==> config.mk <==
export PLATFORM = sky130hd
export DESIGN_NAME = de0_mmio
export DESIGN_NICKNAME = d
export VERILOG_FILES = /design/src/rtl/de0_mmio.sv
export SDC_FILE = /design/constraint.sdc
export NUM_CORES = 1
export LEC_CHECK = 0
export CAP_MARGIN = 25
export CORE_MARGIN = 2
export CORE_UTILIZATION = 40
export CTS_CLUSTER_DIAMETER = 50
export DETAILED_ROUTE_END_ITERATION = 6
export MAX_ROUTING_LAYER = met4
export PLACE_DENSITY = 0.67
export REMOVE_ABC_BUFFERS = 1
export SLEW_MARGIN = 20
export SYNTH_ARGS = -nofsm -noshare
export SYNTH_HDL_FRONTEND = slang
export SYNTH_SLANG_ARGS = --single-unit
export TNS_END_PERCENT = 30
==> constraint.sdc <==
create_clock -name clk -period 6 [get_ports clk]
set_input_delay 0.6 -clock clk [delete_from_list [all_inputs] [get_ports clk]]
set_output_delay 0.6 -clock clk [all_outputs]
set_load 0.05 [all_outputs]
run_1/io_fan.png
Bar = 50 µm.
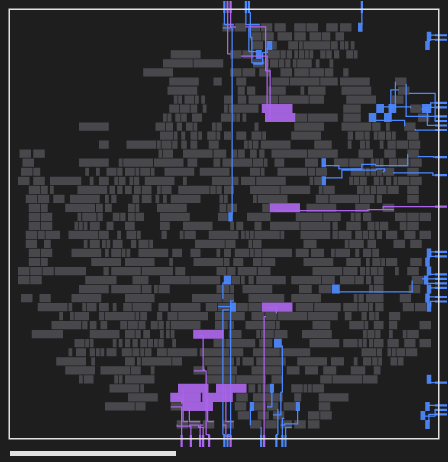
Key: switchs = purple [direction input, edge 7 bottom, 2 top, 1 right, end cells 10, buffers 10, wire 292 µm]; rdata = blue [direction output, edge 22 right, 6 bottom, 4 top, end cells 32, buffers 16, wire 513 µm]
PortBufs: 121
io pins: 156

run_1/flops_by_reg.png
Bar = 50 µm. Other sequential cells in the stronger grey, the rest of the logic in the fainter grey.
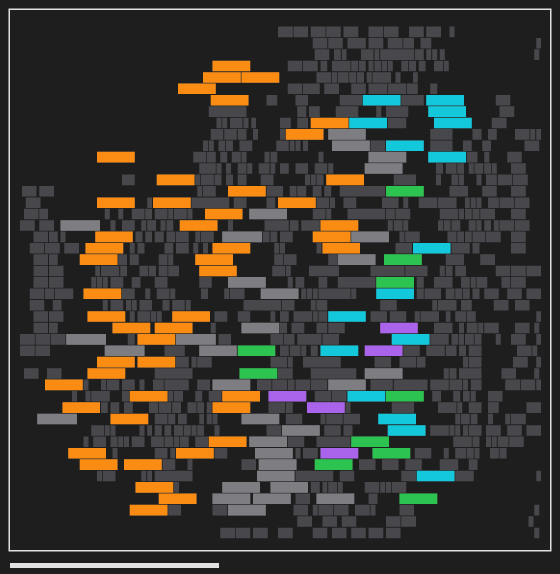
Key: cnt_q = orange [flops 48]; hex_q = cyan [flops 16]; leds = green [flops 10]; hex_ctrl_q = purple [flops 5]
Another 32 sequential cells are not coloured.
P_seq: 0.771 mW
Reg area: 2790 µm²

run_1/logic_types.png
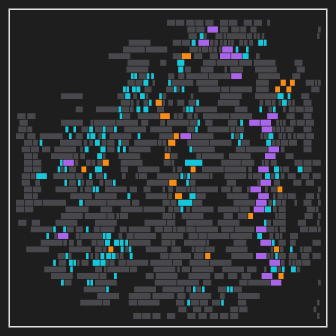
Key: nor cells = cyan [cells 134, most used nor2_1]; fa/ha/maj cells = purple [cells 27, most used ha_1]; and/or cells = orange [cells 21, most used and2_1]
Comb area share: 40.1%
non-filler cells, final: 956
Top cell excl fill/tap: clkdlybuf4s50_1

run_1/congestion.png
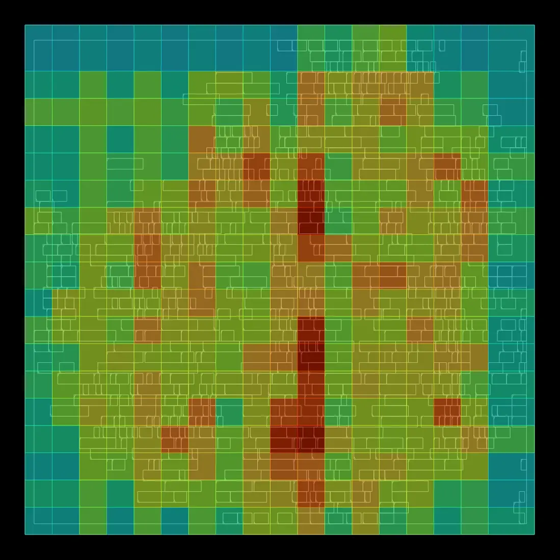
post-layout util: 51.9%
Avg WL per Cell: 14.6 µm

==> results.sh, run 1 <==
# physical design summary
export IMPL_status="finished clean"
export IMPL_power_switching_mw=0.359
export IMPL_finalHoldViolCount=0
export IMPL_dp_cells=938
export IMPL_grt_usage_pct=17.7
export IMPL_yosys_most_used_dff="dfrtp_1"
export IMPL_ys_top_cells_by_area="dfrtp_1, ha_1, xnor2_1"
export IMPL_aoi_share_pct=7.03
export IMPL_synth_avg_cell_area_um2=9.93
export IMPL_path_class="in -> out"
export IMPL_synthTopCellsByCount="dfrtp_1, nor2_1, nand2_1"
export IMPL_place_area_um2=7570
export IMPL_grt_max_degree=70
export IMPL_wl_met2_um=6670
export IMPL_met1_length_um=6270
export IMPL_chipArea_um2=16600
export IMPL_dp_slack_ns=2.10
export IMPL_htreeDepth=3
export IMPL_crit_path_top_delay_cell="clkdlybuf4s50_1"
export IMPL_grt_pass1_vias=4689
export IMPL_drv_cap=0
export IMPL_core_area_um2=15300
export IMPL_diodes=1
export IMPL_ys_ff=111
export IMPL_period_minus_slack_ns=3.88
run_1/detail.png
Bar = 10 µm. Region (20, 20) to (45, 45) µm. Cells in grey, sequential cells in the stronger grey; small squares are vias.
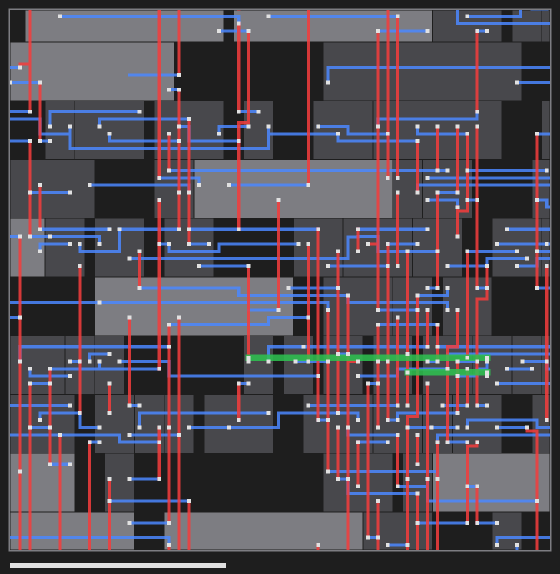

## Run 2: what changed since run 1
Clock period 6 ns to 3.6 ns, I/O delays scaled along.
run_2/detail.png
Bar = 10 µm. Region (20, 20) to (45, 45) µm. Cells in grey, sequential cells in the stronger grey; small squares are vias.
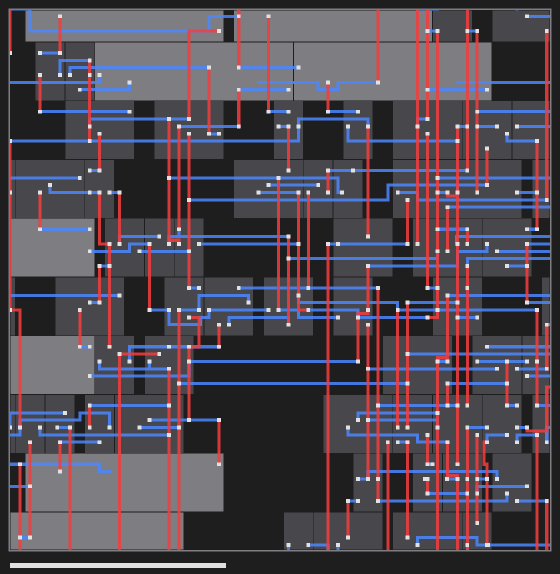
Key: metal 2 = red; metal 1 = blue
55 logic cells have their middle in the window. Most frequent: nor2_1 (10), xnor2_1 (9). Sequential cells in the window: 6.

run_2/io_fan.png
Bar = 50 µm.
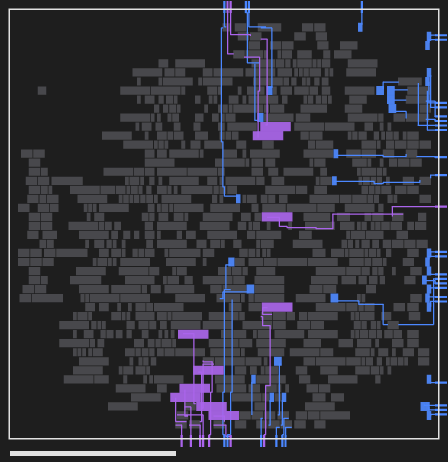
Key: switchs = purple [direction input, edge 7 bottom, 2 top, 1 right, end cells 10, buffers 10, wire 352 µm]; rdata = blue [direction output, edge 22 right, 6 bottom, 4 top, end cells 32, buffers 16, wire 531 µm]

==> run 2 against run 1 <==
  * Via count up 0.80%
  * Final cell count rose by 0.31%
  * Largest cell class unchanged
  * First-iteration DRC count is 30% lower
==> results.sh, run 2 <==
# physical design summary
export IMPL_wl_met2_um=6700
export IMPL_synth_avg_cell_area_um2=9.93
export IMPL_avgViaCountPerCell=5.09
export IMPL_power_switching_mw=0.578
export IMPL_diodes=0
export IMPL_core_area_um2=15300
export IMPL_wl_per_cell_um=14.4
export IMPL_tns_ns=0
export IMPL_seq_power_mw=1.29
export IMPL_synthTopCellsByCount="dfrtp_1, nor2_1, nand2_1"
export IMPL_synth_cell_types=56
export IMPL_crit_path_top_delay_cell="clkdlybuf4s50_1"
export IMPL_chipArea_um2=16600
export IMPL_grt_use_met3_pct=2.41
export IMPL_grt_max_degree=60
export IMPL_dp_slack_ns=0.624
export IMPL_dp_cells=942
export IMPL_num_nonclk_inverters=26
export IMPL_yosys_most_used_dff="dfrtp_1"
export IMPL_ys_ff=111
export IMPL_period_minus_slack_ns=2.99
export IMPL_finalHoldViolCount=0
export IMPL_ys_top_cells_by_area="dfrtp_1, ha_1, xnor2_1"
export IMPL_aoi_share_pct=7.03
export IMPL_path_class="reg -> out"
export IMPL_regArea_um2=2790
export IMPL_dp_hpwl_um=10400
export IMPL_place_area_um2=7680
export IMPL_grt_pass1_vias=4698
export IMPL_drt_iter0_drc=188
export IMPL_status="finished clean"
export IMPL_port_buffers=121
export IMPL_dr_wl_met3_um=683
export IMPL_htreeDepth=3
export IMPL_most_common_cell="dfrtp_1"
export IMPL_use_met1_pct=23.4
export IMPL_synth_area_um2=6250
export IMPL_synth_simple_area_share_pct=21.4
export IMPL_lay_top_count="clkdlybuf4s50_1"
export IMPL_io_pins=156
run_2/logic_types.png
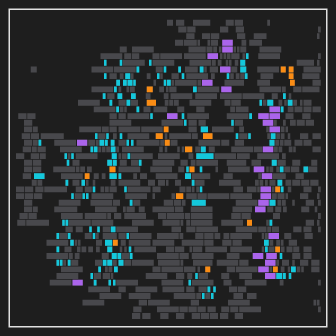
Key: and/or cells = orange [cells 21, most used and2_1]; nor cells = cyan [cells 134, most used nor2_1, where all over the die]; fa/ha/maj cells = purple [cells 27, most used ha_1]
non-filler cells, final: 959
Comb area share: 39.9%

Power figures rest on the tool's default switching activity, not on a simulated workload.
